File: config.mk
export PLATFORM = sky130hd
export DESIGN_NAME = conv3d_window_mac_stream
export DESIGN_NICKNAME = d
export VERILOG_FILES = /design/src/rtl/conv3d_window_mac_stream.sv
export SDC_FILE = /design/constraint.sdc
export NUM_CORES = 1
export LEC_CHECK = 0
export CAP_MARGIN = 20
export CORE_MARGIN = 5
export CORE_UTILIZATION = 40
export DETAILED_ROUTE_END_ITERATION = 16
export GPL_TIMING_DRIVEN = 0
export SLEW_MARGIN = 5
export SYNTH_ARGS = -nofsm -noshare
export SYNTH_HDL_FRONTEND = slang
export SYNTH_SLANG_ARGS = --single-unit
File: constraint.sdc
create_clock -name clk -period 8.55 [get_ports clk]
set_input_delay 1.71 -clock clk [delete_from_list [all_inputs] [get_ports clk]]
set_output_delay 1.71 -clock clk [all_outputs]
set_load 0.1 [all_outputs]
File: src/rtl/conv3d_window_mac_stream.sv
// conv3d_window_mac_stream: streaming 3D-convolution window MAC, one (act, wgt) tap per cycle,
// one saturated sum per KD*KH*KW*CIN taps. Define CONV3D_BIAS_EN to add a per-window bias_in seed.
module conv3d_window_mac_stream #(
  parameter int unsigned DATA_W = 8,
  parameter int unsigned KD     = 2,
  parameter int unsigned KH     = 3,
  parameter int unsigned KW     = 3,
  parameter int unsigned CIN    = 2,
  parameter int unsigned ACC_W  = 32,
  parameter int unsigned OUT_W  = 16
) (
  input  logic                                clk,
  input  logic                                rst_n,
  input  logic                                in_valid,
  output logic                                in_ready,
  input  logic [DATA_W-1:0]                   in_act,
  input  logic [DATA_W-1:0]                   in_wgt,
`ifdef CONV3D_BIAS_EN
  input  logic [OUT_W-1:0]                    bias_in,
`endif
  output logic                                out_valid,
  input  logic                                out_ready,
  output logic [OUT_W-1:0]                    out_data,
  output logic                                out_sat,
  output logic [$clog2(KD*KH*KW*CIN)-1:0]     tap_idx
);

  localparam int unsigned TAPS   = KD * KH * KW * CIN;
  localparam int unsigned IDX_W  = $clog2(TAPS);
  localparam int unsigned PROD_W = 2 * DATA_W;
  localparam logic signed [ACC_W-1:0] SAT_MAX = ACC_W'({1'b0, {(OUT_W-1){1'b1}}});
  localparam logic signed [ACC_W-1:0] SAT_MIN = ~SAT_MAX;

  logic                     live;
  logic                     stall_c;
  logic                     accept_c;
  logic                     first_c;
  logic                     last_c;
  logic signed [PROD_W-1:0] prod_c;

  logic                     p_valid;
  logic                     p_first;
  logic                     p_last;
  logic signed [PROD_W-1:0] p_prod;

  logic signed [ACC_W-1:0]  acc;
  logic signed [ACC_W-1:0]  acc_seed_c;
  logic signed [ACC_W-1:0]  acc_next_c;
  logic [OUT_W-1:0]         sat_data_c;
  logic                     sat_flag_c;

  // Handshake: the whole pipeline freezes while a finished result waits downstream.
  assign stall_c  = out_valid && !out_ready;
  assign in_ready = live && !stall_c;
  assign accept_c = in_valid && in_ready;
  assign first_c  = (tap_idx == '0);
  assign last_c   = (tap_idx == IDX_W'(TAPS - 1));
  assign prod_c   = PROD_W'($signed(in_act)) * PROD_W'($signed(in_wgt));

`ifdef CONV3D_BIAS_EN
  logic signed [OUT_W-1:0] p_bias;

  always_ff @(posedge clk or negedge rst_n) begin
    if (!rst_n) begin
      p_bias <= '0;
    end else if (accept_c && first_c) begin
      p_bias <= $signed(bias_in);
    end
  end

  assign acc_seed_c = ACC_W'(p_bias);
`else
  assign acc_seed_c = '0;
`endif

  assign acc_next_c = (p_first ? acc_seed_c : acc) + ACC_W'(p_prod);

  // Clamp the window sum into the signed output range.
  always_comb begin
    sat_data_c = OUT_W'(acc_next_c);
    sat_flag_c = 1'b0;
    if (acc_next_c > SAT_MAX) begin
      sat_data_c = OUT_W'(SAT_MAX);
      sat_flag_c = 1'b1;
    end else if (acc_next_c < SAT_MIN) begin
      sat_data_c = OUT_W'(SAT_MIN);
      sat_flag_c = 1'b1;
    end
  end

  // in_ready comes up on the first clock after reset release.
  always_ff @(posedge clk or negedge rst_n) begin
    if (!rst_n) begin
      live <= 1'b0;
    end else begin
      live <= 1'b1;
    end
  end

  always_ff @(posedge clk or negedge rst_n) begin
    if (!rst_n) begin
      tap_idx <= '0;
    end else if (accept_c) begin
      tap_idx <= last_c ? '0 : tap_idx + IDX_W'(1);
    end
  end

  // Stage 1: full-precision product tagged with window position.
  always_ff @(posedge clk or negedge rst_n) begin
    if (!rst_n) begin
      p_valid <= 1'b0;
      p_first <= 1'b0;
      p_last  <= 1'b0;
      p_prod  <= '0;
    end else if (!stall_c) begin
      p_valid <= accept_c;
      p_first <= first_c;
      p_last  <= last_c;
      p_prod  <= prod_c;
    end
  end

  // Stage 2: accumulator, restarted by the first-tap tag.
  always_ff @(posedge clk or negedge rst_n) begin
    if (!rst_n) begin
      acc <= '0;
    end else if (!stall_c && p_valid) begin
      acc <= acc_next_c;
    end
  end

  // Output register: a new result may load in the same cycle the old one is taken.
  always_ff @(posedge clk or negedge rst_n) begin
    if (!rst_n) begin
      out_valid <= 1'b0;
      out_data  <= '0;
      out_sat   <= 1'b0;
    end else if (!stall_c && p_valid && p_last) begin
      out_valid <= 1'b1;
      out_data  <= sat_data_c;
      out_sat   <= sat_flag_c;
    end else if (out_ready) begin
      out_valid <= 1'b0;
    end
  end

endmodule

==> datasheet_impl.txt <==
Implementation parameters

Parameter                              Value

Synthesis
  Register bit count reported by yosys .................. 76
  FFs w/ async S/R, synth .................. 1.000
  Mapped cell area .................. just under 0.008 mm^2
  Yosys-reported design area after synthesis .................. 0.007724 mm^2
  Post-synth net total .................. about 1000
  Fraction of the yosys area taken by sequential cells .................. 0.2462
  Number of cells in the yosys synthesis report .................. roughly 890
  Warning count from the yosys run .................. 0
  Library cell with the largest summed area after synthesis .................. dfrtp_1
  Post-synth area hogs .................. dfrtp_1, fa_1, ha_1
  Number of enable-type register cells in the synthesized netlist .................. 0
  Fraction of synthesized cell area taken by the top area cell type .................. 0.2462

Clock network
  Post-CTS setup buffer count .................. 0
  Number of gates resized after CTS .................. 0
  Total number of H-tree levels .................. 3
  Inserted Clock Buffers .................. 9
  CTS Sinks .................. about 76
  Clock latency on the worst-skew pair .................. ~0.34 ns
  Root Driver .................. clkbuf_16

Layout
  Area growth syn-to-layout .................. 13.96%
  Combinational share of cell area .................. 0.6081
  Number of sequential storage elements .................. approximately 76
  Final core utilization .................. 0.4674
  Share of cells above drive strength 1 .................. 0.04293
  Dominant kind of cell .................. combinational gates
  Portion of the layout cell area used by non-clock buffers .................. 0.06525
  Number of combinational gates with multiple inputs .................. between 600 and 700
  FF+latch area .................. 0.001902 mm^2
  Number of clock buffer instances in the layout .................. 11
  Clk cell area share .................. 0.03355
  Final Non-Filler Cells .................. about 1200

GRT
  Wire length of the first global-routing pass .................. approximately 32 mm
  Via count of the first global-routing pass .................. about 6400
  Overall fraction of global-route tracks in use .................. 0.1774
  Total congestion overflow .................. 0
  Initial antenna violation count .................. 0
  Maximum number of pins on one net before global-route repair .................. between 40 and 50

Detailed routing
  Wire length reported by the detailed router .................. ~19 mm
  Routed wire per std cell .................. 15.60 um
  Antenna-violating nets left .................. 0
  Detailed Routing Iterations Pass 1 .................. 5
  Count of vias placed by the detailed router .................. 6331
  Initial detailed-routing violation count .................. 378

Die
  Floorplan Utilization .................. 0.4102
  Number of placed I/O pins .................. around 45
  Chip Footprint .................. approximately 0.022 mm^2
  Total core area .................. roughly 0.019 mm^2

Critical path
  Number of cells on the worst reg-to-reg path .................. 15
  Slowest stage delay, CP .................. between 0.5 and 0.6 ns
  CP Class .................. in -> reg
  Worst setup EP type .................. flip-flop
  Slowest-stage cell, CP .................. clkdlybuf4s50_1
  Critical Path, Cell by Cell .................. clkdlybuf4s50_1, nand2b_1, fa_1, fa_1, inv_1, fa_1, inv_1, fa_1, inv_1, ha_1, o21ai_0, a21boi_0, o21ai_0, a21boi_0, o21ai_0, a21boi_0, o21ai_0, and3_1, o31ai_1
  Maximum fanout along the worst path .................. 8
  Launch instance of the worst register-to-register path .................. p_first

STA
  Shortest clock period the worst path allows after layout .................. between 6 and 7 ns
  Crit path setup slack, layout .................. about 2.1 ns
  Summed negative setup slack over all endpoints .................. 0 ns
  Clock Skews .................. between 0.008 and 0.009 ns
  Endpoints failing setup .................. 0
  Pin slew with the least headroom to its limit .................. 1.029 ns
  Hold Violations, Final .................. 0

Job
  Warning total across the stage logs .................. 27

Placed design
  Placed insts .................. between 1000 and 1500
  Total cell area at the placement stage .................. 0.008507 mm^2
  DP HPWL .................. 15.34 mm
  IO buf count .................. about 44

Status
  Outcome .................. completed
## path summary, 6_finish.rpt
kind / end / slack (ns)
setup / recovery: p_prod[14] / 2.06
hold / removal: acc[20] / 0.47
setup reg to reg: out_data[9] / 3.16
hold reg to reg: acc[20] / 0.47
max in group asynchronous: acc[10] / 6.63
min in group asynchronous: acc[28] / 1.33
## worst max-delay path, delay by kind of cell
family / cells / cell delay, ns
fa+ha+maj: 5 / 2.39
simple gates: 2 / 0.44
compound gates: 8 / 1.49
buf+inv: 4 / 0.70
## cell families (layout without fill, tap and decap cells)
| family | after synthesis | count (layout) | share of synthesized area |
|---|---|---|---|
| AOI/OAI and AO/OA | 191 | 191 | 0.1675 |
| muxes | 12 | 12 | 0.01717 |
| buffers and inverters | 121 | 182 | 0.06075 |
| xor gates and xnor gates | 35 | 35 | 0.03969 |
| adders and majority gates | 118 | 118 | 0.2456 |
| other | 1 | 1 | 0.0004855 |
| DFF | 76 | 76 | 0.2462 |
| and+or+nand+nor | 340 | 340 | 0.2226 |
## cells in the final DEF (no fill, tap or decap), drive strengths merged, types with 23 or more instances in the layout
cell type	netlist	layout
ha	62	62
o21ai	51	51
fa	56	56
a21oi	36	36
nor2b	39	39
nor2	54	54
clkbuf	24	35
nand2	98	98
and2	52	52
dfrtp	76	76
clkdlybuf4s50	0	43
inv	94	97
nor3	23	23
## routing by layer
layer,wire length [um],part of all wire,vias up,track usage
met1,8779,0.46,2997,0.2337
li1,-,-,3178,-
met3,715,0.038,35,0.02613
met2,9028,0.48,121,0.3041
met5,0,0,-,0
met4,433,0.023,0,0.04989
## state kept, by name, indices dropped and copies added (netlist names), 6 cells and up
name,flops
acc,32
tap_idx,6
out_data,16
p_prod,16
Fig. 1: supply network
Pins as bars on the die edge. Tap cells in gray.
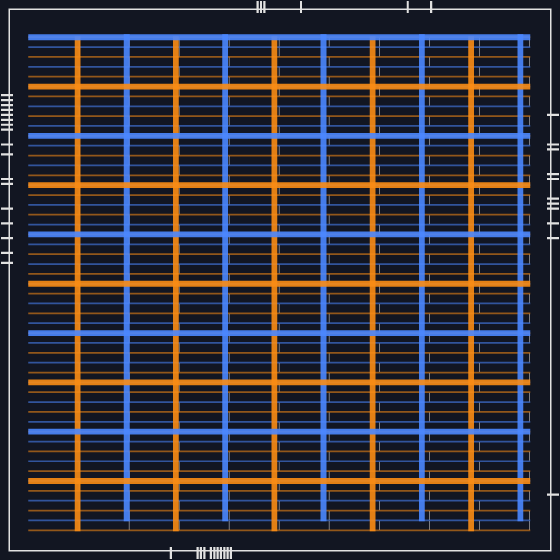
color	net
blue	VDD
orange	VSS
met4 straps	10
signal pins	45
met5 straps	10

Fig. 2: signal wires on met2
The bar under the picture is 50 um long.
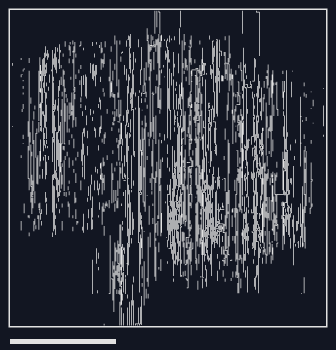
longest straight run	69.0 um
nets with wire on the layer	860

